==> src/rtl/usb_xact_engine.sv <==
// USB host transaction engine: token, optional data, handshake, retry/timeout.
// Optional per-endpoint data toggling is enabled with USB_XACT_TOGGLE_EN.
`timescale 1ns/1ps
module usb_xact_engine #(
  parameter int DATA_W      = 64,
  parameter int TIMEOUT_CYC = 256,
  parameter int MAX_RETRY   = 8
) (
  input  logic              clk,
  input  logic              rst,
  input  logic              req_valid,
  output logic              req_ready,
  input  logic              req_dir,
  input  logic [6:0]        req_addr,
  input  logic [3:0]        req_endp,
  input  logic [DATA_W-1:0] req_data,
  output logic              rsp_valid,
  output logic [1:0]        rsp_status,
  output logic [DATA_W-1:0] rsp_data,
  output logic              tx_valid,
  input  logic              tx_ready,
  output logic [3:0]        tx_pid,
  output logic [6:0]        tx_addr,
  output logic [3:0]        tx_endp,
  output logic              tx_has_data,
  output logic [DATA_W-1:0] tx_data,
  input  logic              rx_valid,
  input  logic [3:0]        rx_pid,
  input  logic [DATA_W-1:0] rx_data,
  input  logic              rx_crc_err,
  input  logic              rx_busy
);

  localparam int TW = $clog2(TIMEOUT_CYC + 1);

  localparam logic [3:0] PID_OUT   = 4'b0001;
  localparam logic [3:0] PID_IN    = 4'b1001;
  localparam logic [3:0] PID_DATA0 = 4'b0011;
  localparam logic [3:0] PID_DATA1 = 4'b1011;
  localparam logic [3:0] PID_ACK   = 4'b0010;
  localparam logic [3:0] PID_NAK   = 4'b1010;

  typedef enum logic [2:0] {
    S_IDLE, S_TOKEN, S_DATA_TX, S_WAIT_HS,
    S_WAIT_DATA, S_SEND_ACK, S_DONE, S_FAIL
  } state_t;

  state_t            state_q;
  logic              dir_q;
  logic [6:0]        addr_q;
  logic [3:0]        endp_q;
  logic [DATA_W-1:0] data_q;
  logic [DATA_W-1:0] rxd_q;
  logic [3:0]        retry_q;
  logic [3:0]        retry_d;
  logic [TW-1:0]     timer_q;
  logic              disc_q;

`ifdef USB_XACT_TOGGLE_EN
  logic [15:0]       tog_q;
`endif

  logic       xfer;
  logic       tmo;
  logic       wait_st;
  logic       retry_ev;
  logic       retry_max;
  logic       is_data;
  logic       tog_ok;
  logic [3:0] tok_pid;
  logic [3:0] dpid;

  always_comb begin
    xfer    = tx_valid & tx_ready;
    tok_pid = dir_q ? PID_IN : PID_OUT;
`ifdef USB_XACT_TOGGLE_EN
    dpid    = tog_q[endp_q] ? PID_DATA1 : PID_DATA0;
    tog_ok  = (rx_pid == dpid);
`else
    dpid    = PID_DATA0;
    tog_ok  = 1'b1;
`endif
    is_data   = (rx_pid == PID_DATA0) || (rx_pid == PID_DATA1);
    wait_st   = (state_q == S_WAIT_HS) || (state_q == S_WAIT_DATA);
    tmo       = !rx_valid && !rx_busy
                && (timer_q == TW'(TIMEOUT_CYC - 1));
    retry_ev  = wait_st
                && ((rx_valid && (rx_crc_err || rx_pid == PID_NAK)) || tmo);
    retry_d   = retry_q + 4'd1;
    retry_max = (retry_d == 4'(MAX_RETRY));
  end

  always_ff @(posedge clk or posedge rst) begin
    if (rst) begin
      state_q     <= S_IDLE;
      req_ready   <= 1'b1;
      rsp_valid   <= 1'b0;
      rsp_status  <= 2'b00;
      rsp_data    <= '0;
      tx_valid    <= 1'b0;
      tx_pid      <= 4'd0;
      tx_addr     <= 7'd0;
      tx_endp     <= 4'd0;
      tx_has_data <= 1'b0;
      tx_data     <= '0;
      dir_q       <= 1'b0;
      addr_q      <= 7'd0;
      endp_q      <= 4'd0;
      data_q      <= '0;
      rxd_q       <= '0;
      retry_q     <= 4'd0;
      timer_q     <= '0;
      disc_q      <= 1'b0;
`ifdef USB_XACT_TOGGLE_EN
      tog_q       <= 16'd0;
`endif
    end else if (retry_ev) begin
      retry_q <= retry_d;
      timer_q <= '0;
      if (retry_max) begin
        state_q    <= S_FAIL;
        rsp_valid  <= 1'b1;
        rsp_status <= 2'b01;
        rsp_data   <= '0;
      end else begin
        state_q     <= S_TOKEN;
        tx_valid    <= 1'b1;
        tx_pid      <= tok_pid;
        tx_addr     <= addr_q;
        tx_endp     <= endp_q;
        tx_has_data <= 1'b0;
        tx_data     <= '0;
      end
    end else begin
      unique case (state_q)
        S_IDLE: begin
          if (req_valid) begin
            req_ready   <= 1'b0;
            dir_q       <= req_dir;
            addr_q      <= req_addr;
            endp_q      <= req_endp;
            data_q      <= req_data;
            rxd_q       <= '0;
            retry_q     <= 4'd0;
            timer_q     <= '0;
            disc_q      <= 1'b0;
            state_q     <= S_TOKEN;
            tx_valid    <= 1'b1;
            tx_pid      <= req_dir ? PID_IN : PID_OUT;
            tx_addr     <= req_addr;
            tx_endp     <= req_endp;
            tx_has_data <= 1'b0;
            tx_data     <= '0;
          end
        end
        S_TOKEN: begin
          if (xfer) begin
            timer_q <= '0;
            if (!dir_q) begin
              state_q     <= S_DATA_TX;
              tx_pid      <= dpid;
              tx_has_data <= 1'b1;
              tx_data     <= data_q;
            end else begin
              state_q  <= S_WAIT_DATA;
              tx_valid <= 1'b0;
            end
          end
        end
        S_DATA_TX: begin
          if (xfer) begin
            state_q     <= S_WAIT_HS;
            tx_valid    <= 1'b0;
            tx_has_data <= 1'b0;
            timer_q     <= '0;
          end
        end
        S_WAIT_HS: begin
          if (rx_valid && !rx_crc_err && rx_pid == PID_ACK) begin
`ifdef USB_XACT_TOGGLE_EN
            tog_q[endp_q] <= ~tog_q[endp_q];
`endif
            state_q    <= S_DONE;
            rsp_valid  <= 1'b1;
            rsp_status <= 2'b00;
            rsp_data   <= '0;
          end else if (!rx_valid && !rx_busy) begin
            timer_q <= timer_q + TW'(1);
          end
        end
        S_WAIT_DATA: begin
          if (rx_valid && !rx_crc_err && is_data) begin
            // A stale toggle is still ACKed so the device advances.
            if (tog_ok) begin
              rxd_q  <= rx_data;
              disc_q <= 1'b0;
`ifdef USB_XACT_TOGGLE_EN
              tog_q[endp_q] <= ~tog_q[endp_q];
`endif
            end else begin
              disc_q <= 1'b1;
            end
            state_q     <= S_SEND_ACK;
            tx_valid    <= 1'b1;
            tx_pid      <= PID_ACK;
            tx_has_data <= 1'b0;
            tx_data     <= '0;
          end else if (!rx_valid && !rx_busy) begin
            timer_q <= timer_q + TW'(1);
          end
        end
        S_SEND_ACK: begin
          if (xfer) begin
            if (disc_q) begin
              disc_q   <= 1'b0;
              timer_q  <= '0;
              state_q  <= S_TOKEN;
              tx_pid   <= tok_pid;
              tx_addr  <= addr_q;
              tx_endp  <= endp_q;
            end else begin
              tx_valid   <= 1'b0;
              state_q    <= S_DONE;
              rsp_valid  <= 1'b1;
              rsp_status <= 2'b00;
              rsp_data   <= rxd_q;
            end
          end
        end
        S_DONE, S_FAIL: begin
          rsp_valid  <= 1'b0;
          rsp_status <= 2'b00;
          rsp_data   <= '0;
          req_ready  <= 1'b1;
          state_q    <= S_IDLE;
        end
        default: state_q <= S_IDLE;
      endcase
    end
  end

endmodule

==> config.mk <==
export PLATFORM = sky130hd
export DESIGN_NAME = usb_xact_engine
export DESIGN_NICKNAME = d
export VERILOG_FILES = /design/src/rtl/usb_xact_engine.sv
export SDC_FILE = /design/constraint.sdc
export NUM_CORES = 1
export LEC_CHECK = 0
export CELL_PAD_IN_SITES_DETAIL_PLACEMENT = 0
export CELL_PAD_IN_SITES_GLOBAL_PLACEMENT = 1
export CORE_ASPECT_RATIO = 2
export CORE_MARGIN = 3
export CORE_UTILIZATION = 32
export DETAILED_ROUTE_END_ITERATION = 8
export HOLD_SLACK_MARGIN = 0.1
export PLACE_DENSITY = 0.8
export SLEW_MARGIN = 10
export SYNTH_ARGS = -nofsm -noshare
export SYNTH_HDL_FRONTEND = slang
export SYNTH_SLANG_ARGS = --single-unit
==> constraint.sdc <==
create_clock -name clk -period 18.8 [get_ports clk]
set_input_delay 3.76 -clock clk [delete_from_list [all_inputs] [get_ports clk]]
set_output_delay 3.76 -clock clk [all_outputs]
set_load 0.005 [all_outputs]
Figure 1. Cell outlines without signal wires.
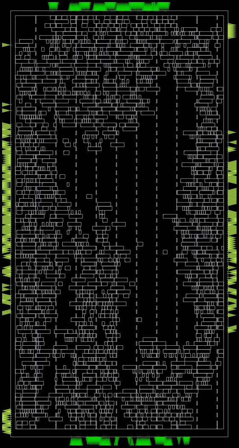
Finished Layout Cells: 2,195
seq_cells: 303

Figure 2. Sequential cells colored by netlist name.
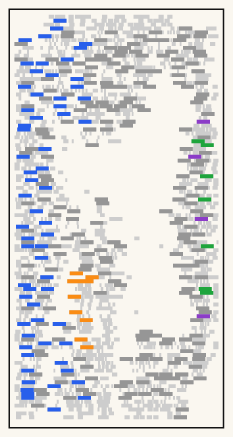
timer_q: marked orange, placed flops 9. rxd_q: marked blue, placed flops 64, where a column on the left. endp_q: marked purple, placed flops 4. tx_addr: marked green, placed flops 7, where right middle.
Another 219 sequential cells are not colored.
sequential group power: 0.000666 W
Register Area: 7580 sq um
final core occ: 0.434

Figure 3. Wires at chosen ports, followed through buffers.
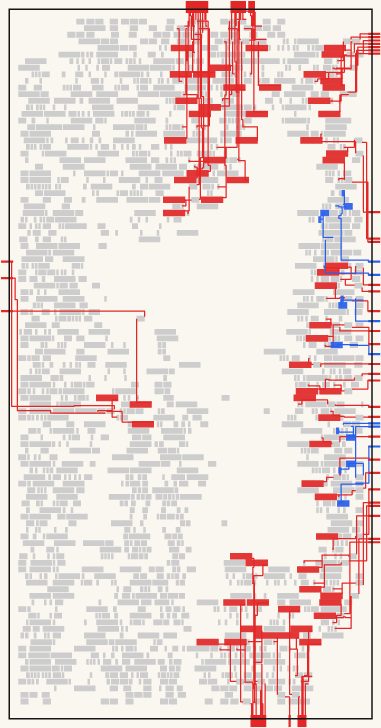
tx_data: marked red, bits 64, direction output, end cells 64, buffers 64, wire 3,000 microns. req_addr: marked blue, bits 7, direction input, end cells 14, buffers 7, wire 256 microns.
Top Ports: 300
IO buf count: 297

-- placed cells by master, fill, tap and decap left out, types with 2 or more instances in the layout --
| cell | netlist | final |
|---|---|---|
| bufinv_16 | 0 | 4 |
| o21ai_0 | 32 | 32 |
| nand3_1 | 77 | 76 |
| o2111ai_1 | 2 | 2 |
| nor3_1 | 5 | 4 |
| ha_1 | 3 | 3 |
| a21oi_1 | 11 | 10 |
| or3_1 | 3 | 2 |
| a21boi_0 | 3 | 2 |
| clkdlybuf4s50_1 | 0 | 297 |
| o22ai_1 | 3 | 3 |
| mux2_1 | 3 | 3 |
| a31oi_1 | 3 | 2 |
| inv_1 | 135 | 134 |
| o211ai_1 | 5 | 5 |
| and3_1 | 5 | 5 |
| dfrtp_1 | 302 | 302 |
| o31ai_1 | 7 | 7 |
| nand2_1 | 511 | 511 |
| nor2_1 | 10 | 9 |
| mux2_2 | 4 | 4 |
| clkinv_2 | 0 | 2 |
| mux2i_1 | 141 | 141 |
| nand4_1 | 4 | 4 |
| clkbuf_1 | 48 | 10 |
| and3b_1 | 2 | 2 |
| clkbuf_8 | 0 | 6 |
| buf_4 | 7 | 13 |
| conb_1 | 1 | 2 |
| o41ai_1 | 2 | 2 |
| clkbuf_16 | 0 | 29 |
| nand2b_1 | 5 | 5 |
-- tightest hold or removal path, stage by stage (launching register included) --
cell and delay [ns]:
dfrtp_1 0.34, nand2_1 0.05, nand2_1 0.05
-- area by class of cell --
| type | count | area share |
|---|---|---|
| Multi-Input combinational cell | 865 | 0.267 |
| Sequential cell | 303 | 0.434 |
| Clock inverter | 7 | 0.00794 |
| Clock buffer | 45 | 0.0484 |
| Inverter | 135 | 0.0294 |
| Timing Repair Buffer | 310 | 0.176 |
| Tap cell | 530 | 0.0379 |
==> out/qor.txt <==
Post-synth ARST share = 1.00
Top cells, area = dfrtp_1 58%, nand2_1 15%, mux2i_1 11%, inv_1 3.9%, nand3_1 3.0%
Post-CTS setup buffer count = 0
Clk buf depth = 3
Post-synth seq share = 0.581
Period utilization = 0.351
Status = complete, no violations
Relative slew slack = 0.200
Antenna violations before repair = 0
GRT busiest layer = met2
Dpl cells = 2,143
Leakage = 9.63 nW
Chip height = 292 microns
Clk sink count = 303
RSZ-0062 raised after global routing = no
Ys flops = 303
Setup violators final = 0
Worst r2r src = timer_q[0]$_DFFE_PP0P_
Top-area cell type share of the netlist area = 0.579
Crit path cell chain = clkdlybuf4s50_1 -> or3b_1 -> o211ai_1 -> buf_4 -> a32oi_2 -> o211ai_1 -> buf_4 -> buf_4 -> mux2i_1
Most common reg cell = dfrtp_1
DR WL/cell = 16.5 microns
Mux area share = 0.114
CP Class = input pin to flop
CP max FO = 40
Post-Syn Instances = 1,380
Yosys stat chip area = 13,100 sq um
Top delay family on crit path = buffers and inverters
Unique cell types = 52
Yosys aoi share = 0.0386
DRC = 0
Die area = 43,400 sq um
Synthesis-to-finish area growth = 33.9%
Most instantiated cells after synthesis = 511 x nand2_1, 302 x dfrtp_1, 141 x mux2i_1
First-pass GRT wire length = 57,500 microns
Tool Warnings = 28
Crit path buf inv count = 4
Vias in the first global route = 10,500
Met2 Usage GRT = 0.307
Number of diodes = 0
Worst EP arrival = 7.07 ns
Simple share = 0.196
DR iter-0 viols = 423
Area after detailed placement = 16,500 sq um
Drt total wl = 36,300 microns
Layout cells sized above 1 = 0.0450
Largest area contributor in the netlist = dfrtp_1
Most common cell in the synthesized netlist = nand2_1
Main logic family = simple AND/OR/NAND/NOR gates
Total Nets Final = 1,798
Global route overflow = 0
Hold path depth = 2
Combinational power share = 0.048
Tightest Pin Transition = 1.20 ns
Met3 Track Usage GR = 0.0360
Htree depth = 1
Final instance area = 17,500 sq um
Hold_sp = rxd_q[25]$_DFFE_PP0P_
Grt met1 use = 0.176
Die X = 149 microns
DR vias = 10,100
Clk network pwr share = 0.456
Number of buffers created by CTS = 29
Startpoint types = input pin
Worst Hold Class = flop to flop
Flip-flops with a built-in enable = 0
Comb pwr = 0.0000649 W
Rows = 104
Critical path capture point type = flop
Clock-pin slew on the worst setup and hold paths = 0.06 ns
Met3 routed WL = 2090 microns
No activity file was given, so power comes from the tool's default toggle rates.
